### Signal wires on met3, run 1

Bar = 100 um. Cells faint in the background.
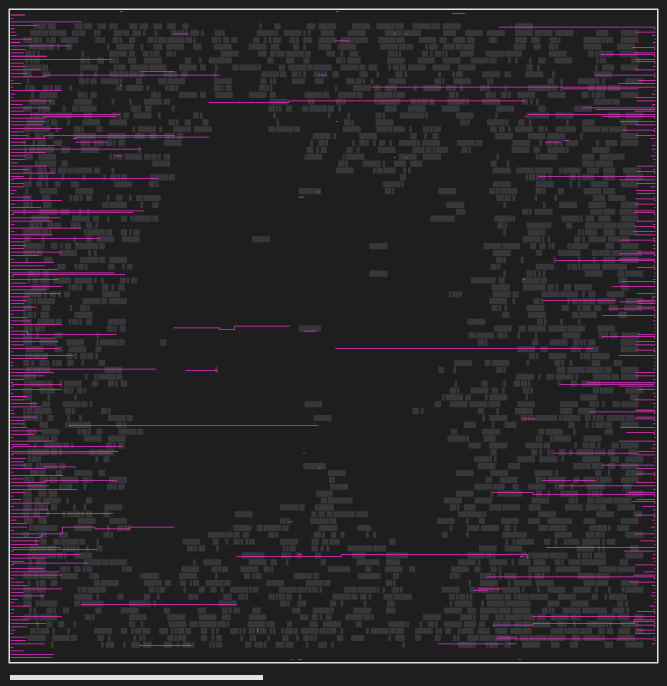
### Track usage over the die, run 1

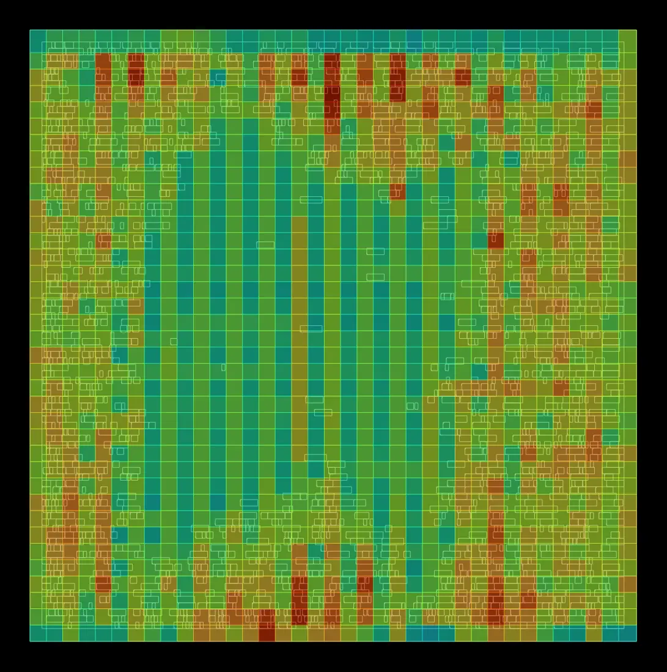
### Met2 routing, run 1

Cells faint in the background.
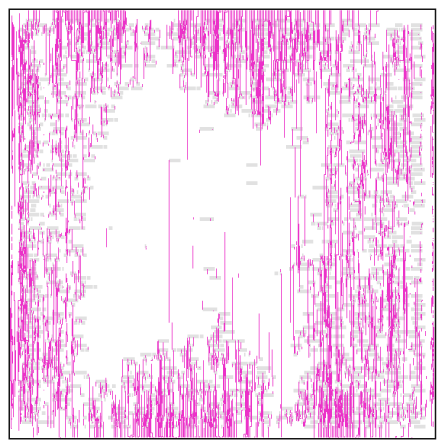
### Clock distribution, run 1

Bar = 100 um.
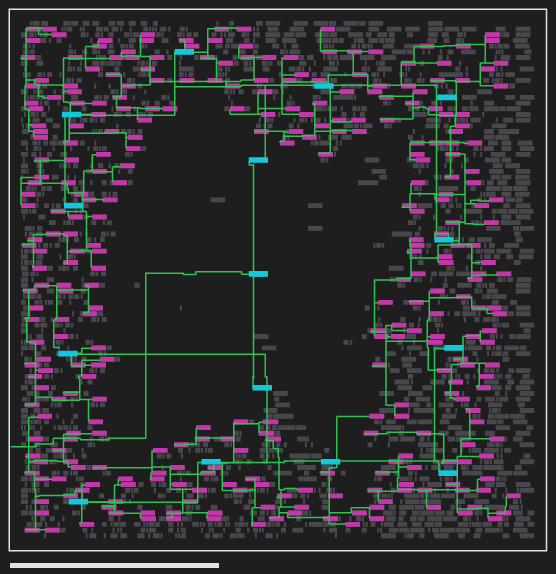
File: src/rtl/plab3_mem_guard_pkg.sv
// Shared definitions for the memory guard port: FSM encodings, domain codes,
// memory message layout helpers and the default secret-region base.

`ifndef PLAB3_MEM_GUARD_PKG_SV
`define PLAB3_MEM_GUARD_PKG_SV

// Request layout (MSB..LSB): type[3] | opaque[o] | addr[a] | len[log2(d/8)] | data[d]
// Response layout (MSB..LSB): type[3] | opaque[o] | len[log2(d/8)] | data[d]
`define PLAB3_MEM_LEN_NBITS(d)              ($clog2((d)/8))
`define PLAB3_MEM_REQ_NBITS(o,a,d)          (3 + (o) + (a) + `PLAB3_MEM_LEN_NBITS(d) + (d))
`define PLAB3_MEM_RESP_NBITS(o,d)           (3 + (o) + `PLAB3_MEM_LEN_NBITS(d) + (d))
`define PLAB3_MEMREQ_TYPE(msg,o,a,d)        msg[(o) + (a) + `PLAB3_MEM_LEN_NBITS(d) + (d) +: 3]
`define PLAB3_MEMREQ_OPAQUE(msg,o,a,d)      msg[(a) + `PLAB3_MEM_LEN_NBITS(d) + (d) +: (o)]
`define PLAB3_MEMREQ_ADDR(msg,a,d)          msg[`PLAB3_MEM_LEN_NBITS(d) + (d) +: (a)]

package plab3_mem_guard_pkg;

    localparam logic [2:0] STATE_IDLE = 3'd0;
    localparam logic [2:0] STATE_FWD  = 3'd1;
    localparam logic [2:0] STATE_WAIT = 3'd2;
    localparam logic [2:0] STATE_RESP = 3'd3;
    localparam logic [2:0] STATE_DENY = 3'd4;

    localparam logic DOMAIN_LOW  = 1'b0;
    localparam logic DOMAIN_HIGH = 1'b1;

    localparam logic [31:0] PLAB3_HIGH_BASE_DEFAULT = 32'h0000_8000;

    typedef enum logic [2:0] {
        MEM_TYPE_READ  = 3'd0,
        MEM_TYPE_WRITE = 3'd1
    } mem_type_e;

endpackage

`endif

File: src/rtl/plab3_mem_guard_port_check.sv
// Combinational partition check: a low-domain access at or above the
// high-region base is a violation.

module plab3_mem_guard_port_check
    import plab3_mem_guard_pkg::*;
#(
    parameter int unsigned     abw         = 32,
    parameter logic [abw-1:0]  p_high_base = abw'(PLAB3_HIGH_BASE_DEFAULT)
)(
    input  logic           domain,
    input  logic [abw-1:0] addr,
    output logic           violation
);

    // Unsigned full-width compare; the high domain may reach every address.
    assign violation = (domain == DOMAIN_LOW) && (addr >= p_high_base);

endmodule

File: src/rtl/plab3_mem_guard_port.sv
// Security guard between the L1 cache memory port and main memory. Optional
// denial counter is compiled in with PLAB3_MEM_GUARD_STATS_EN.

module plab3_mem_guard_port
    import plab3_mem_guard_pkg::*;
#(
    parameter int unsigned     p_opaque_nbits = 8,
    parameter int unsigned     abw            = 32,
    parameter int unsigned     clw            = 128,
    parameter logic [abw-1:0]  p_high_base    = abw'(PLAB3_HIGH_BASE_DEFAULT)
)(
    input  logic                                                   clk,
    input  logic                                                   reset,
    input  logic                                                   domain,

    input  logic [`PLAB3_MEM_REQ_NBITS(p_opaque_nbits,abw,clw)-1:0] cache_memreq_msg,
    input  logic                                                   cache_memreq_val,
    output logic                                                   cache_memreq_rdy,

    output logic [`PLAB3_MEM_RESP_NBITS(p_opaque_nbits,clw)-1:0]    cache_memresp_msg,
    output logic                                                   cache_memresp_val,
    input  logic                                                   cache_memresp_rdy,
    output logic                                                   fail,

    output logic [`PLAB3_MEM_REQ_NBITS(p_opaque_nbits,abw,clw)-1:0] memreq_msg,
    output logic                                                   memreq_val,
    input  logic                                                   memreq_rdy,

    input  logic [`PLAB3_MEM_RESP_NBITS(p_opaque_nbits,clw)-1:0]    memresp_msg,
    input  logic                                                   memresp_val,
    output logic                                                   memresp_rdy
`ifdef PLAB3_MEM_GUARD_STATS_EN
    ,
    input  logic                                                   deny_clear,
    output logic [15:0]                                            deny_count
`endif
);

    localparam int unsigned LEN_NBITS  = `PLAB3_MEM_LEN_NBITS(clw);
    localparam int unsigned REQ_NBITS  = `PLAB3_MEM_REQ_NBITS(p_opaque_nbits, abw, clw);
    localparam int unsigned RESP_NBITS = `PLAB3_MEM_RESP_NBITS(p_opaque_nbits, clw);

    logic [2:0]            state_reg;
    logic [2:0]            state_next;
    logic [REQ_NBITS-1:0]  req_reg;
    logic [RESP_NBITS-1:0] resp_reg;
    logic                  violation;
    logic [RESP_NBITS-1:0] deny_msg;

    plab3_mem_guard_port_check #(
        .abw         (abw),
        .p_high_base (p_high_base)
    ) u_check (
        .domain    (domain),
        .addr      (`PLAB3_MEMREQ_ADDR(cache_memreq_msg, abw, clw)),
        .violation (violation)
    );

    // The check runs on the incoming message and domain at the accept edge,
    // which is exactly what gets latched into req_reg on that same edge.
    always_comb begin
        state_next = state_reg;
        case (state_reg)
            STATE_IDLE: if (cache_memreq_val) state_next = violation ? STATE_DENY : STATE_FWD;
            STATE_FWD:  if (memreq_rdy)        state_next = STATE_WAIT;
            STATE_WAIT: if (memresp_val)       state_next = STATE_RESP;
            STATE_RESP: if (cache_memresp_rdy) state_next = STATE_IDLE;
            STATE_DENY: if (cache_memresp_rdy) state_next = STATE_IDLE;
            default:                           state_next = STATE_IDLE;
        endcase
    end

    always_ff @(posedge clk) begin
        if (!reset) begin
            state_reg <= STATE_IDLE;
            req_reg   <= '0;
            resp_reg  <= '0;
        end else begin
            state_reg <= state_next;
            if (state_reg == STATE_IDLE && cache_memreq_val)
                req_reg <= cache_memreq_msg;
            if (state_reg == STATE_WAIT && memresp_val)
                resp_reg <= memresp_msg;
        end
    end

    // Denials echo type and opaque but never leak length or data.
    assign deny_msg = {`PLAB3_MEMREQ_TYPE(req_reg, p_opaque_nbits, abw, clw),
                       `PLAB3_MEMREQ_OPAQUE(req_reg, p_opaque_nbits, abw, clw),
                       {LEN_NBITS{1'b0}},
                       {clw{1'b0}}};

    // Every handshake output is forced low while reset is held.
    assign cache_memreq_rdy  = reset && (state_reg == STATE_IDLE);
    assign memreq_val        = reset && (state_reg == STATE_FWD);
    assign memresp_rdy       = reset && (state_reg == STATE_WAIT);
    assign cache_memresp_val = reset && ((state_reg == STATE_RESP) || (state_reg == STATE_DENY));
    assign fail              = reset && (state_reg == STATE_DENY);
    assign memreq_msg        = req_reg;
    assign cache_memresp_msg = (state_reg == STATE_DENY) ? deny_msg : resp_reg;

`ifdef PLAB3_MEM_GUARD_STATS_EN
    logic [15:0] deny_count_reg;

    always_ff @(posedge clk) begin
        if (!reset)
            deny_count_reg <= '0;
        else if (deny_clear)
            deny_count_reg <= '0;
        else if (state_reg == STATE_DENY && cache_memresp_rdy && deny_count_reg != 16'hFFFF)
            deny_count_reg <= deny_count_reg + 16'd1;
    end

    assign deny_count = deny_count_reg;
`endif

endmodule

File: config.mk
export PLATFORM = sky130hd
export DESIGN_NAME = plab3_mem_guard_port
export DESIGN_NICKNAME = d
export VERILOG_FILES = /design/src/rtl/plab3_mem_guard_pkg.sv /design/src/rtl/plab3_mem_guard_port_check.sv /design/src/rtl/plab3_mem_guard_port.sv
export SDC_FILE = /design/constraint.sdc
export NUM_CORES = 1
export LEC_CHECK = 0
export CAP_MARGIN = 20
export CORE_AREA = 5 5 251 253
export CTS_CLUSTER_DIAMETER = 120
export CTS_CLUSTER_SIZE = 28
export DETAILED_ROUTE_END_ITERATION = 6
export DIE_AREA = 0 0 256 258
export DONT_BUFFER_PORTS = 1
export PLACE_DENSITY = 0.36
export REMOVE_ABC_BUFFERS = 1
export SETUP_SLACK_MARGIN = 0.3
export SYNTH_ARGS = -nofsm -noshare
export SYNTH_HDL_FRONTEND = slang
export SYNTH_HIERARCHICAL = 1
export SYNTH_SLANG_ARGS = --single-unit
File: constraint.sdc
create_clock -name clk -period 2.9 [get_ports clk]
set_clock_uncertainty 0.15 [all_clocks]
set_input_delay 0.58 -clock clk [delete_from_list [all_inputs] [get_ports clk]]
set_output_delay 0.58 -clock clk [all_outputs]
set_load 0.1 [all_outputs]
==> results.py, run 1 <==
# Auto-generated metrics
metrics = {
    "clocking": {
        "ctsResizeCount": 214,
        "ctsHoldBuffers": 165,
        "clockBufferDepth": 3,
        "cts_made_buffers": 15,
    },
    "detailed_routing": {
        "viasPerCell": 4.22,
        "wl_met2_um": 24900,
        "dr.pass1.iters": 4,
        "drt_iter0_markers": 483,
        "top_layer_used": "met5",
    },
    "final_layout": {
        "finalNetCount": 2320,
        "dominant-cell-class": "logic gates",
        "seq-cell-share": 0.301,
        "n_antenna_cell": 2,
        "comb_cells": 1127,
        "final_area_sq_um": 21400,
    },
    "placed_design": {
        "numPortBuffers": 0,
        "placed_area_sq_um": 17700,
    },
    "synthesis": {
        "yosysWarnings": 6,
        "synth.avg_cell_area_sq_um": 8.28,
        "synthesis.area_sq_um": 13000,
        "ys_cells": 1575,
        "syn_inst": 1575,
        "synthTopLogicFamily": "simple AND/OR/NAND/NOR gates",
        "edf_count": 0,
        "compound_area_frac": 0.187,
    },
    "timing": {
        "setup_tns_ns": 0,
        "finalSetupViolCount": 0,
        "relSlewSlack": 0.281,
        "timing.final.ws_setup_ns": 0.153,
        "fmax_mhz": 364,
    },
    "worst_setup_path": {
        "cp_max_fo": 7,
        "crit_path_end": "cache_memresp_msg[134]",
        "slowest_delay_ns": 0.46,
        "r2r_cells": 6,
        "crit_path_end_kind": "primary output",
        "worstPathArrival_ns": 2.02,
        "crit_start": "state_reg[1]$_SDFFE_PN0P_",
    },
    "floorplan": {
        "taps": 790,
        "core_area_sq_um": 60800,
        "std_cell_rows": 91,
    },
    "status": {
        "outcome": "finished clean",
    },
    "power": {
        "p_comb_uw": 3200,
        "power.density_nw_per_um2": 491,
        "p_seq_frac": 0.462,
    },
    "min_path": {
        "worstHoldStart": "cache_memreq_msg[103]",
    },
}
Notes on 'Signal wires on met3' above:
share of all routed wire: 9.8%
nets with wire on the layer: 395
main direction: horizontal
via count: 11771
M3 GR Usage: 0.0592
WL final: 53400 um

Notes on 'Track usage over the die' above:
M1 GR Usage: 0.187
gr busiest metal: met2
GRT Total Usage: 0.152
post-DR wirelength/cell: 19.2 um

Notes on 'Met2 routing' above:
share of all routed wire: 47%
longest straight run: 98.6 um
nets with wire on the layer: 1871
main direction: vertical
wire length on this layer: 24.9 mm
met2 usage: 0.254

Notes on 'Clock distribution' above:
[green] clock wires | length: 4380 um
[magenta] flip-flops | count: 321
[cyan] clock drivers | count: 15
routed clock nets: 16
worst skew pair latency: 0.52 ns
Clk pwr share: 0.233
P_clk: 2450 uW

==> run 2, diff against run 1 <==
--- a/config.mk
+++ b/config.mk
@@ -12,6 +12,7 @@
 export DETAILED_ROUTE_END_ITERATION = 6
 export DIE_AREA = 0 0 256 258
 export DONT_BUFFER_PORTS = 1
+export GPL_ROUTABILITY_DRIVEN = 0
 export PLACE_DENSITY = 0.36
 export REMOVE_ABC_BUFFERS = 1
 export SETUP_SLACK_MARGIN = 0.3
### Met2 routing, run 2

Cells faint in the background.
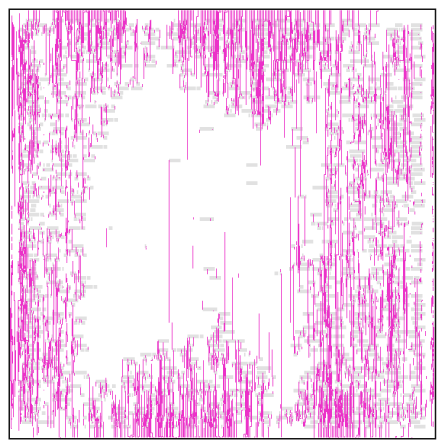
longest straight run: 98.6 um
main direction: vertical
nets with wire on the layer: 1871

==> run 2 against run 1 <==
- wire length did not move
- hold slack is the same
- synthesized area did not move
- cell count stayed put
- count of clock-buffer cells in the layout did not move
- first-iteration DRC count unchanged
- clock power barely moved
- critical path depth is the same
- combinational power about the same
==> results.py, run 2 <==
# Auto-generated metrics
metrics = {
    "status": {
        "outcome": "finished clean",
    },
    "placed_design": {
        "numPortBuffers": 0,
        "placed_area_sq_um": 17700,
    },
    "synthesis": {
        "compound_area_frac": 0.187,
        "synthTopLogicFamily": "simple AND/OR/NAND/NOR gates",
    },
    "floorplan": {
        "core_area_sq_um": 60800,
    },
    "worst_setup_path": {
        "worstPathArrival_ns": 2.02,
        "crit_path_end_kind": "primary output",
        "r2r_cells": 6,
    },
    "timing": {
        "relSlewSlack": 0.281,
        "fmax_mhz": 364,
    },
    "detailed_routing": {
        "wire_per_inst_um": 19.2,
        "viasPerCell": 4.22,
    },
    "clocking": {
        "ctsHoldBuffers": 165,
        "clock_latency_ns": 0.52,
    },
    "grt": {
        "use_met2": 0.254,
        "use_met1": 0.187,
        "grt-busiest-layer": "met2",
        "grt_usage": 0.152,
        "met3_usage": 0.0592,
    },
    "final_layout": {
        "comb_cells": 1127,
        "dominant-cell-class": "logic gates",
    },
    "power": {
        "power.density_nw_per_um2": 491,
        "p_clk_uw": 2450,
        "p_seq_frac": 0.462,
    },
    "min_path": {
        "worstHoldStart": "cache_memreq_msg[103]",
    },
}
### Metal layers overlaid, run 2

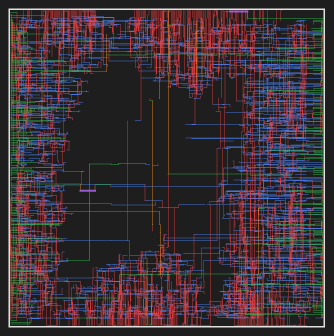
[red] metal 2 | wire length: 24.9 mm
[orange] metal 4 | wire length: 929 um
[green] metal 3 | wire length: 5210 um
[blue] metal 1 | wire length: 22.3 mm
[purple] metal 5 | wire length: 25.8 um

No activity file was given, so power comes from the tool's default toggle rates.
